### config.mk
export PLATFORM = sky130hd
export DESIGN_NAME = keypad_scanner
export DESIGN_NICKNAME = d
export VERILOG_FILES = /design/src/rtl/keypad_scanner.sv
export SDC_FILE = /design/constraint.sdc
export NUM_CORES = 1
export LEC_CHECK = 0
export ABC_AREA = 1
export CAP_MARGIN = 20
export CORE_UTILIZATION = 55
export CTS_BUF_LIST = sky130_fd_sc_hd__clkbuf_4
export CTS_CLUSTER_DIAMETER = 40
export DETAILED_ROUTE_END_ITERATION = 12
export GPL_TIMING_DRIVEN = 0
export PLACE_DENSITY = 0.88
export SYNTH_ARGS = -nofsm -noshare
export SYNTH_HDL_FRONTEND = slang
export SYNTH_SLANG_ARGS = --single-unit
### constraint.sdc
create_clock -name clk -period 4.25 [get_ports clk]
set_input_delay 0.85 -clock clk [delete_from_list [all_inputs] [get_ports clk]]
set_output_delay 0.85 -clock clk [all_outputs]
set_load 0.02 [all_outputs]
### src/rtl/keypad_scanner.sv
// keypad_scanner: matrix-keypad column scanner with a row synchroniser,
// frame-level ghost/multi-key rejection and frame-based debounce.
//
// Ports:
//   clk            master clock
//   rst            asynchronous active-high reset
//   cols_out       column drive, active-low, one column low at a time
//   rows_in        row sense, active-low, asynchronous to clk
//   key_states     one-hot held key (bit = row*COLS + col), zero when none
//   key_code       binary index of held key; keeps last value on release
//   key_valid      high while a debounced key is held
//   press_pulse    one-cycle strobe when a new key is accepted
//   release_pulse  one-cycle strobe when the held key is dropped
module keypad_scanner #(
    parameter int ROWS            = 4,
    parameter int COLS            = 4,
    parameter int SCAN_DIV        = 100000,
    parameter int DEBOUNCE_FRAMES = 3
) (
    input  logic                         clk,
    input  logic                         rst,
    output logic [COLS-1:0]              cols_out,
    input  logic [ROWS-1:0]              rows_in,
    output logic [ROWS*COLS-1:0]         key_states,
    output logic [$clog2(ROWS*COLS)-1:0] key_code,
    output logic                         key_valid,
    output logic                         press_pulse,
    output logic                         release_pulse
);

    localparam int NK = ROWS * COLS;
    localparam int KW = $clog2(NK);
    localparam int CW = (COLS > 1) ? $clog2(COLS) : 1;
    localparam int DW = $clog2(SCAN_DIV);
    localparam logic [3:0] CNT_MAX = 4'(DEBOUNCE_FRAMES);

    typedef enum logic {S_IDLE, S_HELD} state_t;
    typedef enum logic [1:0] {F_NONE, F_SINGLE, F_MULTI} frame_kind_t;

    state_t          state_q, state_d;
    logic [DW-1:0]   div_q, div_d;
    logic [CW-1:0]   col_q, col_d;
    logic [COLS-1:0] cols_q, cols_d;
    logic [ROWS-1:0] sync1_q, sync1_d, sync2_q, sync2_d;
    logic [NK-1:0]   acc_q, acc_d;
    frame_kind_t     prev_kind_q, prev_kind_d;
    logic [KW-1:0]   prev_key_q, prev_key_d;
    logic [3:0]      cnt_q, cnt_d;
    logic [NK-1:0]   key_states_q, key_states_d;
    logic [KW-1:0]   key_code_q, key_code_d;
    logic            key_valid_q, key_valid_d;
    logic            press_q, press_d;
    logic            release_q, release_d;

    logic            sample, frame_end;
    logic [NK-1:0]   frame_v;
    frame_kind_t     kind;
    logic [KW-1:0]   fkey;
    logic            found;

    // Scan timing and frame accumulation
    always_comb begin
        sync1_d   = rows_in;
        sync2_d   = sync1_q;
        sample    = (div_q == DW'(SCAN_DIV - 1));
        frame_end = sample && (col_q == CW'(COLS - 1));
        div_d     = sample ? '0 : div_q + DW'(1);
        col_d     = col_q;
        if (sample) begin
            col_d = (col_q == CW'(COLS - 1)) ? '0 : col_q + CW'(1);
        end
        // Drive follows the next column so cols_out is a clean register.
        cols_d = '1;
        for (int c = 0; c < COLS; c++) begin
            if (col_d == CW'(c)) cols_d[c] = 1'b0;
        end
        // Current column's sample is folded in so the frame-end column counts.
        frame_v = acc_q;
        if (sample) begin
            for (int r = 0; r < ROWS; r++) begin
                for (int c = 0; c < COLS; c++) begin
                    if (col_q == CW'(c) && !sync2_q[r]) frame_v[r*COLS+c] = 1'b1;
                end
            end
        end
        acc_d = frame_end ? '0 : frame_v;
    end

    // Frame classification: none / single(k) / multi
    always_comb begin
        found = 1'b0;
        kind  = F_NONE;
        fkey  = '0;
        for (int i = 0; i < NK; i++) begin
            if (frame_v[i]) begin
                kind  = found ? F_MULTI : F_SINGLE;
                found = 1'b1;
                fkey  = KW'(i);
            end
        end
    end

    // Debounce FSM next-state and registered outputs
    always_comb begin
        state_d     = state_q;
        prev_kind_d = prev_kind_q;
        prev_key_d  = prev_key_q;
        cnt_d       = cnt_q;
        key_code_d  = key_code_q;
        press_d     = 1'b0;
        release_d   = 1'b0;
        if (frame_end) begin
            if (kind == F_MULTI) begin
                cnt_d = 4'd0;
            end else if (kind == prev_kind_q && (kind == F_NONE || fkey == prev_key_q)) begin
                cnt_d = (cnt_q >= CNT_MAX) ? CNT_MAX : cnt_q + 4'd1;
            end else begin
                cnt_d = 4'd1;
            end
            prev_kind_d = kind;
            prev_key_d  = fkey;
            if (cnt_d == CNT_MAX) begin
                case (state_q)
                    S_IDLE: if (kind == F_SINGLE) begin
                        state_d    = S_HELD;
                        key_code_d = fkey;
                        press_d    = 1'b1;
                    end
                    S_HELD: if (kind == F_NONE) begin
                        state_d   = S_IDLE;
                        release_d = 1'b1;
                    end else if (kind == F_SINGLE && fkey != key_code_q) begin
                        // Roll-over: drop the old key and accept the new one together.
                        key_code_d = fkey;
                        press_d    = 1'b1;
                        release_d  = 1'b1;
                    end
                    default: ;
                endcase
            end
        end
        key_valid_d = (state_d == S_HELD);
        for (int i = 0; i < NK; i++) begin
            key_states_d[i] = (state_d == S_HELD) && (key_code_d == KW'(i));
        end
    end

    always_ff @(posedge clk or posedge rst) begin
        if (rst) begin
            state_q      <= S_IDLE;
            div_q        <= '0;
            col_q        <= '0;
            cols_q       <= '1;
            sync1_q      <= '1;
            sync2_q      <= '1;
            acc_q        <= '0;
            prev_kind_q  <= F_NONE;
            prev_key_q   <= '0;
            cnt_q        <= '0;
            key_states_q <= '0;
            key_code_q   <= '0;
            key_valid_q  <= 1'b0;
            press_q      <= 1'b0;
            release_q    <= 1'b0;
        end else begin
            state_q      <= state_d;
            div_q        <= div_d;
            col_q        <= col_d;
            cols_q       <= cols_d;
            sync1_q      <= sync1_d;
            sync2_q      <= sync2_d;
            acc_q        <= acc_d;
            prev_kind_q  <= prev_kind_d;
            prev_key_q   <= prev_key_d;
            cnt_q        <= cnt_d;
            key_states_q <= key_states_d;
            key_code_q   <= key_code_d;
            key_valid_q  <= key_valid_d;
            press_q      <= press_d;
            release_q    <= release_d;
        end
    end

    assign cols_out      = cols_q;
    assign key_states    = key_states_q;
    assign key_code      = key_code_q;
    assign key_valid     = key_valid_q;
    assign press_pulse   = press_q;
    assign release_pulse = release_q;

endmodule
Wiring by layer:
Scale: 6 px per um.
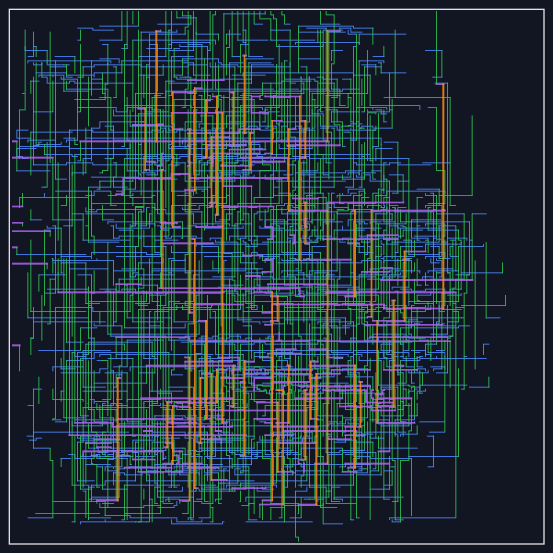
legend:
  blue:
    layer: M1
    wire_length: 4750 um
  green:
    layer: M2
    wire_length: 6260 um
  orange:
    layer: M4
    wire_length: 797 um
  purple:
    layer: M3
    wire_length: 1070 um
WL/cell: 18.58 um
GRT Resource Usage Total: 0.2775
Detailed Route WL: 12.87 mm
via count: 4137

Supply network:
Scale: 4 px per um. Pins as bars on the die edge.
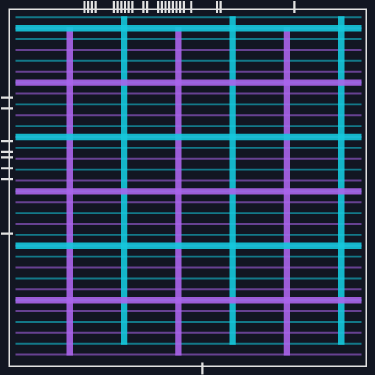
legend:
  cyan:
    net: VDD
  purple:
    net: VSS
met5 straps: 6
met4 straps: 6
die width: 88.87 um
Worst VDD drop: 0.3648 mV
CORE AREA: 0.007292 mm^2
die height: 88.87 um

==> results.txt <==
impl run done, here's what came out: status finished with violations, failing checks negative setup slack, asr flop ratio synth 1.000, TritonCTS clock tree built, Seq power 770 uW, WHS Endpoint sync2_q[2], placed cells 642, Gate Count Post-Synth 510, drt drc 0, R2R setup slack -0.51 ns, DR iter-0 viols 564, critical setup path kind reg -> reg, grt total ovfl 0, leakage power 0.002780 uW, MaxCap Viol Count 0, CTS root buf clkbuf_4, WP data required 4.65 ns, Synth mux share 0, Worst-path clk slew 0.15 ns, Top logic family simple AND/OR/NAND/NOR gates, final hold violation count 0, worst slew pin tran 0.7592 ns, Crit path max-delay family simple AND/OR/NAND/NOR gates, CP endpoint kind flip-flop, fa+ha+maj area frac 0.02412, Post-synth EDFFs 0, number of I/O port buffers 32, register area share after synthesis 0.4860, CTS sink count 80, combinational cell power 26.7 uW, Placed Area 0.004624 mm^2, highest clock rate 210.0 MHz, Antenna Violating Nets Remaining 0, fin. max-slew vios 0, clock-net power 498 uW, Basic Gates by Area 0.2982, cell accounting for the most synthesized area dfrtp_1, diode count 0, gpl congestion 0.8934, worst rel slew slack 0.4920, Synth Area per Inst 8.138 um^2, Setup Viol. Count Final 24, worst hold path depth 0, Dominant flop cell dfrtp_1, Rows 31, CP dominant cell by count nand2_1, DR vias/cell 5.970, synthesized area 0.004150 mm^2, Core Density at Floorplan 0.5691, Fill cells 474, H-tree levels 3, hold_ws 0.3671 ns, post-synthesis compound-gate area fraction 0.09376, RSZ-0062 raised after global routing true, arrival time at the worst endpoint 5.16 ns, area reported by Yosys stat 0.004150 mm^2, area delta synth->final 29.06%, finished layout cell area 0.005356 mm^2, tool warnings 31, clk_lat worst skew 0.47 ns, post-DP HPWL 6.544 mm, Top Layout Cells nand2_1 (104), nor2_1 (70), dfrtp_1 (68), inv_1 (60), die area 0.007897 mm^2, Mapped Nets 524, Final Power 1294 uW, critical path's slowest cell dfrtp_1, crit-path max FO 8, Switching Share 0.2586, Inserted Clock Buffers 9, CTS Buffer Depth 2, final setup margin -0.5109 ns, first-pass GRT wire length 16.34 mm, most frequent cell after synthesis nand2_1, pwr dens 241.7 mW/mm^2, terminus of the critical flop-to-flop path key_states[1], # Cells Yosys 510
-- metal layers --
| layer | wire length [um] | share of wire | up-vias | track usage |
|---|---|---|---|---|
| met4 | 796 | 0.062 | 0 | 0.1466 |
| met1 | 4746 | 0.37 | 1948 | 0.3596 |
| met3 | 1072 | 0.083 | 103 | 0.05037 |
| met5 | 0 | 0 | - | 0 |
| met2 | 6258 | 0.49 | 314 | 0.4462 |
| li1 | - | - | 1772 | - |
-- sequential cells by signal, summed over array words and instances (netlist names) --
name           count
sync1_q            4
prev_key_q         4
cnt_q              4
acc_q             16
key_states        16
key_valid          1
release_pulse      1
key_code           4
cols_out           4
sync2_q            4
prev_kind_q        2
press_pulse        1
col_q              2
div_q             17
-- layout make-up --
type / count / area, um^2 / share of cell area
Timing Repair Buffer: 68 / 625.6 / 0.1168
Clock buffer: 9 / 67.56 / 0.01261
Sequential cell: 80 / 2017 / 0.3765
Multi-Input combinational cell: 342 / 2077 / 0.3878
Tap cell: 99 / 123.9 / 0.02313
Clock inverter: 7 / 80.08 / 0.01495
Inverter: 83 / 324.1 / 0.06050
Buffer: 5 / 41.29 / 0.007708
-- how the worst max path moves through the flow --
stage,cells after the start,endpoint,from,slack [ns]
floorplan,46,key_states[10],div_q[0],0.07
global route,41,key_states[1],div_q[5],-0.94
finish,41,key_states[1],div_q[5],-0.51
global placement,46,key_states[11],div_q[0],-0.60
detailed placement,46,key_states[11],div_q[0],-0.85
CTS,43,key_states[13],div_q[0],0.02
-- what timing repair did --
action	CTS	global route
buffers inserted	18	17
pin swaps	21	46
resized	26	52
setup endpoints to repair	25	25
Power is estimated from default activity; no workload was simulated.
